<file path="src/rtl/round_key_store.sv">
// AES round-key store: holds the expanded key schedule as 64-bit words and serves one 128-bit round key per handshake.
// Latency: rk_valid is high 2 clocks after the edge that accepts rk_start or rk_ack. Peak rate is one key per 3 cycles.
// Backpressure: rk_valid, rk_data and rk_round hold steady until rk_ack. key_start aborts a running sequence.
module round_key_store #(
    parameter int WORDS  = 32,
    parameter int ADDR_W = 5
) (
    input  logic              clk,
    input  logic              reset,
    input  logic [1:0]        key_mode,
    input  logic              key_start,
    input  logic              kx_wr,
    input  logic [ADDR_W-1:0] kx_wr_addr,
    input  logic [63:0]       kx_wr_data,
    input  logic              kx_key_ready,
    input  logic              rk_start,
    input  logic              rk_decrypt,
    input  logic              rk_ack,
    output logic              rk_valid,
    output logic [127:0]      rk_data,
    output logic [3:0]        rk_round,
    output logic              rk_last,
    output logic              rk_done,
    output logic              rk_err,
    output logic              keys_valid,
    output logic              busy
);

    localparam logic [1:0] S_IDLE     = 2'd0;
    localparam logic [1:0] S_FETCH_HI = 2'd1;
    localparam logic [1:0] S_FETCH_LO = 2'd2;
    localparam logic [1:0] S_HOLD     = 2'd3;

    // Key storage. It is not reset; keys_valid says whether it holds a usable schedule.
    logic [63:0]       r_mem [WORDS];

    logic [1:0]        r_state;
    logic [3:0]        r_ptr;
    logic [3:0]        r_nr;
    logic              r_dec;
    logic [127:0]      r_data;
    logic [3:0]        r_round;
    logic              r_done;
    logic              r_err;
    logic              r_keys_valid;

    logic [3:0]        w_nr;
    logic              w_last;
    logic [ADDR_W-1:0] w_rd_addr;
    logic [63:0]       w_rd_data;

    // Round count for the selected key size. Both 10 and 11 select AES-256.
    always_comb begin
        case (key_mode)
            2'b00:   w_nr = 4'd10;
            2'b01:   w_nr = 4'd12;
            default: w_nr = 4'd14;
        endcase
    end

    // The final key is round Nr for ascending order and round 0 for descending order.
    assign w_last    = r_dec ? (r_ptr == 4'd0) : (r_ptr == r_nr);

    // Single read port. The even word is read in FETCH_HI and the odd word in FETCH_LO.
    assign w_rd_addr = ADDR_W'({r_ptr, (r_state == S_FETCH_LO)});
    assign w_rd_data = r_mem[w_rd_addr];

    assign rk_valid   = (r_state == S_HOLD);
    assign rk_last    = (r_state == S_HOLD) && w_last;
    assign busy       = (r_state != S_IDLE);
    assign rk_data    = r_data;
    assign rk_round   = r_round;
    assign rk_done    = r_done;
    assign rk_err     = r_err;
    assign keys_valid = r_keys_valid;

    // Key-word writes, accepted in any state. A read of the same address in this cycle sees the old word.
    always_ff @(posedge clk) begin
        if (kx_wr) begin
            r_mem[kx_wr_addr] <= kx_wr_data;
        end
    end

    // Schedule validity. A new expansion invalidates the schedule, and key_start wins over kx_key_ready.
    always_ff @(posedge clk or posedge reset) begin
        if (reset) begin
            r_keys_valid <= 1'b0;
        end else if (key_start) begin
            r_keys_valid <= 1'b0;
        end else if (kx_key_ready) begin
            r_keys_valid <= 1'b1;
        end
    end

    // Sequencer: two fetches per round key, then hold the key until it is acked.
    always_ff @(posedge clk or posedge reset) begin
        if (reset) begin
            r_state <= S_IDLE;
            r_ptr   <= 4'd0;
            r_nr    <= 4'd0;
            r_dec   <= 1'b0;
            r_data  <= '0;
            r_round <= 4'd0;
            r_done  <= 1'b0;
            r_err   <= 1'b0;
        end else begin
            r_done <= 1'b0;
            r_err  <= 1'b0;
            if (key_start && (r_state != S_IDLE)) begin
                // A new expansion abandons the sequence quietly, without rk_done.
                r_state <= S_IDLE;
            end else begin
                case (r_state)
                    S_IDLE: begin
                        if (rk_start) begin
                            if (r_keys_valid && !key_start) begin
                                r_nr    <= w_nr;
                                r_dec   <= rk_decrypt;
                                r_ptr   <= rk_decrypt ? w_nr : 4'd0;
                                r_state <= S_FETCH_HI;
                            end else begin
                                r_err <= 1'b1;
                            end
                        end
                    end
                    S_FETCH_HI: begin
                        r_data[127:64] <= w_rd_data;
                        r_state        <= S_FETCH_LO;
                    end
                    S_FETCH_LO: begin
                        r_data[63:0] <= w_rd_data;
                        r_round      <= r_ptr;
                        r_state      <= S_HOLD;
                    end
                    S_HOLD: begin
                        if (rk_ack) begin
                            if (w_last) begin
                                r_done  <= 1'b1;
                                r_state <= S_IDLE;
                            end else begin
                                r_ptr   <= r_dec ? (r_ptr - 4'd1) : (r_ptr + 4'd1);
                                r_state <= S_FETCH_HI;
                            end
                        end
                    end
                    default: r_state <= S_IDLE;
                endcase
            end
        end
    end

endmodule

</file>
<file path="config.mk">
export PLATFORM = sky130hd
export DESIGN_NAME = round_key_store
export DESIGN_NICKNAME = d
export VERILOG_FILES = /design/src/rtl/round_key_store.sv
export SDC_FILE = /design/constraint.sdc
export NUM_CORES = 2
export LEC_CHECK = 0
export ABC_AREA = 1
export CAP_MARGIN = 20
export CORE_UTILIZATION = 23
export DETAILED_ROUTE_END_ITERATION = 8
export GPL_ROUTABILITY_DRIVEN = 0
export PLACE_DENSITY_LB_ADDON = 0.25
export SYNTH_ARGS = -nofsm -noshare
export SYNTH_HDL_FRONTEND = slang
export SYNTH_SLANG_ARGS = --single-unit
</file>
<file path="constraint.sdc">
create_clock -name clk -period 6.45 [get_ports clk]
set_input_delay 0.9675 -clock clk [delete_from_list [all_inputs] [get_ports clk]]
set_output_delay 0.9675 -clock clk [all_outputs]
set_load 0.03 [all_outputs]
</file>
### Sequential cells colored by netlist name

Other sequential cells in the stronger gray, the rest of the logic in the fainter gray.
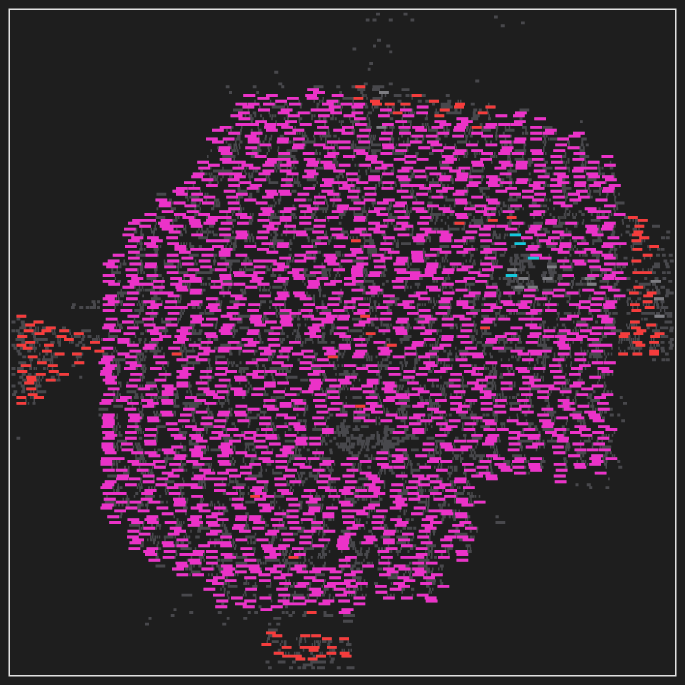
- r_mem: magenta (placed flops 2048)
- r_ptr: cyan (placed flops 4)
- rk_data: red (placed flops 128; where all over the die)

### Cell classes on the final placement

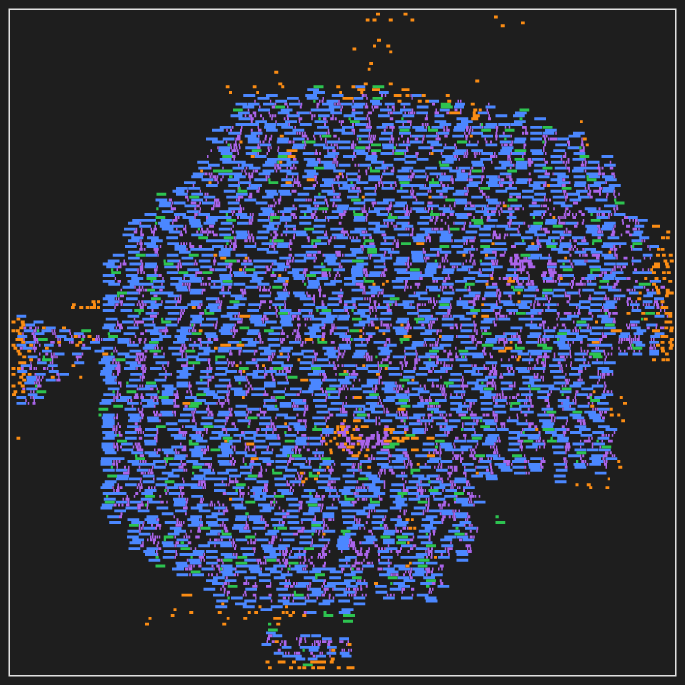
- all other logic: purple (cells 5042)
- flip-flops: blue (cells 2193)
- clock drivers and dummy loads: green (cells 430)
- other buffers and delay cells: orange (cells 395)

==> flow_summary.ini <==
; synthesis and place-and-route metrics
[run_status]
run_status = completed

[finish]
final_net_count = 7956
synth_to_layout_area_growth_pct = 17.68
largest-register = r_mem
seq_share_pct = 62.48
max_reg_flops = 2048
layout.cells.most_common_list = sky130_fd_sc_hd__nand2_1, sky130_fd_sc_hd__edfxtp_1, sky130_fd_sc_hd__nand3_1, sky130_fd_sc_hd__inv_1, sky130_fd_sc_hd__clkbuf_16
final_cell_area_sq_um = 104300
final_layout_size_suffix_gt1_share_pct = 6.749
area_dominant_class = registers
layout.clock.cell_area_share_pct = 7.005
top_layout_cell = sky130_fd_sc_hd__nand2_1
antennaDiodeCount = 11
finish.cell_count_without_fillers = 13110
layout.comb_gates.multi_input = 4789
nNonClkInverters = 253

[clock_tree]
cts-root-buf = sky130_fd_sc_hd__clkbuf_16
h-tree-depth = 4
cts.path.max_buffers = 4
cts-resized-gates = 0
cts-hold-fix-buffers = 0
worst_skew_pair.late_latency_ns = 0.96
clk_transition_reported_paths_ns = 0.06
cts.repair_timing.setup_buffer_count = 0
numClockSinks = 2193
cts_tree = built

[timing]
setup_ws_ns = 1.361
setup_viol_count_final = 0
min_period_over_period_pct = 78.90
grt_setup_unrepaired = false
hold_viol = 0
fmaxAchievable_ghz = 0.1965
max_slew_headroom_at_the_worst_pin_pct = 24.79
fin_worst_hold_slack_ns = 0.4821
worstMarginPinSlew_ns = 1.128
finalWorstPathRequiredPeriod_ns = 5.089
clock-skew-final_ns = 0.08570

[logic_synthesis]
netlist_top_cells_area = sky130_fd_sc_hd__edfxtp_1, sky130_fd_sc_hd__nand2_1, sky130_fd_sc_hd__nand3_1
yosys_warnings = 0
yosys.stat.chipArea_sq_um = 88600
enable_flop_cells = 2048
synthMuxAreaShare_pct = 0
syn-num-nets = 7780
xor_area_share_pct = 0.01977
yosys-top-cells-count = sky130_fd_sc_hd__nand2_1, sky130_fd_sc_hd__edfxtp_1, sky130_fd_sc_hd__nand3_1, sky130_fd_sc_hd__buf_2, sky130_fd_sc_hd__inv_1
synthFlopType = sky130_fd_sc_hd__edfxtp_1
synth_async_sr_flop_share_pct = 6.612
synth.cellmix.simpleShare_pct = 22.13
cell_taking_the_most_area_after_synthesis = sky130_fd_sc_hd__edfxtp_1
post_synth_main_logic_family = simple AND/OR/NAND/NOR gates
synth_dominant_cell_count = sky130_fd_sc_hd__nand2_1
synth-adder-area-share_pct = 0.1073
synth_flops = 2193
syn_inst = 7694

[job]
max-cap-violations = 0
warning_count = 60

[critical_path]
critical_path.startpoint = r_ptr[2]
timing.critical_path.required_ns = 5.48
worst_r2r_endpoint = rk_data[68]
timing.rr.start = r_state[0]
setup.worst_path.end = rk_last
cp.buffers_inverters = 3
start_kind = flip-flop
r2r_slack_ns = 2.35
cp_slowest_stage_delay_ns = 0.94
crit_fanout = 39
cpMaxStageDelayCell = sky130_fd_sc_hd__dfrtp_4
crit_top_cell = sky130_fd_sc_hd__nand2_1
crit_path_end_kind = output pin
worstSetupPathType = reg2out
crit_cells = 9
arr_time_crit_path_ns = 4.12
timing.critical_path.max_delay_family = buffers and inverters

[drt]
vias_per_cell = 4.434
drt_drc_violations_left = 0
ant_nets = 0
first_iter_violations = 5509
detail_route.wirelength.met1_um = 131000
met2WireLength_um = 135900
dr.pass1.iters = 5
met3WireLength_um = 17020

[floorplan]
coreArea_sq_um = 382900
die_height_um = 622.7
chipArea_sq_um = 387700
initial_core_util_pct = 23.14
die_x_um = 622.7
num_io_pins = 217
tapcell.inserted = 5038

[power_and_ir_drop]
p_total_w = 0.04312
clock_net_power_w = 0.0131
net-switching-power_w = 0.01619
internal_power_w = 0.02693
total_leakage_power_nw = 37.88
power.ir.vdd_worst_v = 0.0003038
p_clk_share_pct = 30.4
power_sequential_w = 0.0167
gate_power_share_pct = 30.9
power_combinational_w = 0.0133
power-top-group = registers
p_per_area_nw_per_um2 = 413.6

[global_route]
global_routing_usage_on_met1_pct = 20.21
gr-max-usage-layer = met2
grt_pass1_wl_um = 414800
antenna_found_initial = 38
groute.layer.met2.usage_pct = 23.68
overflow = 0
grt_max_degree = 149
grt_pass1_vias = 55690

[min_path]
min-delay-path-class = reg2reg
whs_endpoint = rk_data[18]
worst_hold_startpoint = rk_data[18]

[place]
portBuffers = 216
placed_cell_area_sq_um = 96770
detailed_place_hpwl_um = 160800
dpl.cell_count = 12660
place_worst_setup_slack_ns = 2.219
### Routing congestion map

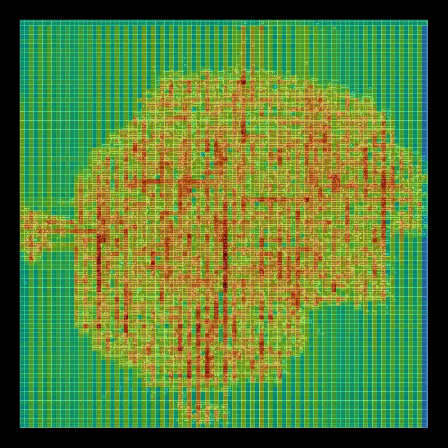
global-route track usage on met3: 2.143%
routed wirelength normalized by instance count: 22.26 um

### Placement density heat map

The die is cut into 31 by 31 equal tiles; black is low, pale yellow is high, 0 to 100% covered.
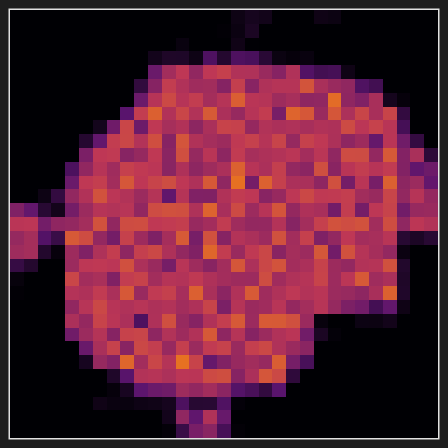
- fullest tile: 67%
- nearly empty tiles: 38%
- densest ninth of the die: center

Power is estimated from default activity; no workload was simulated.
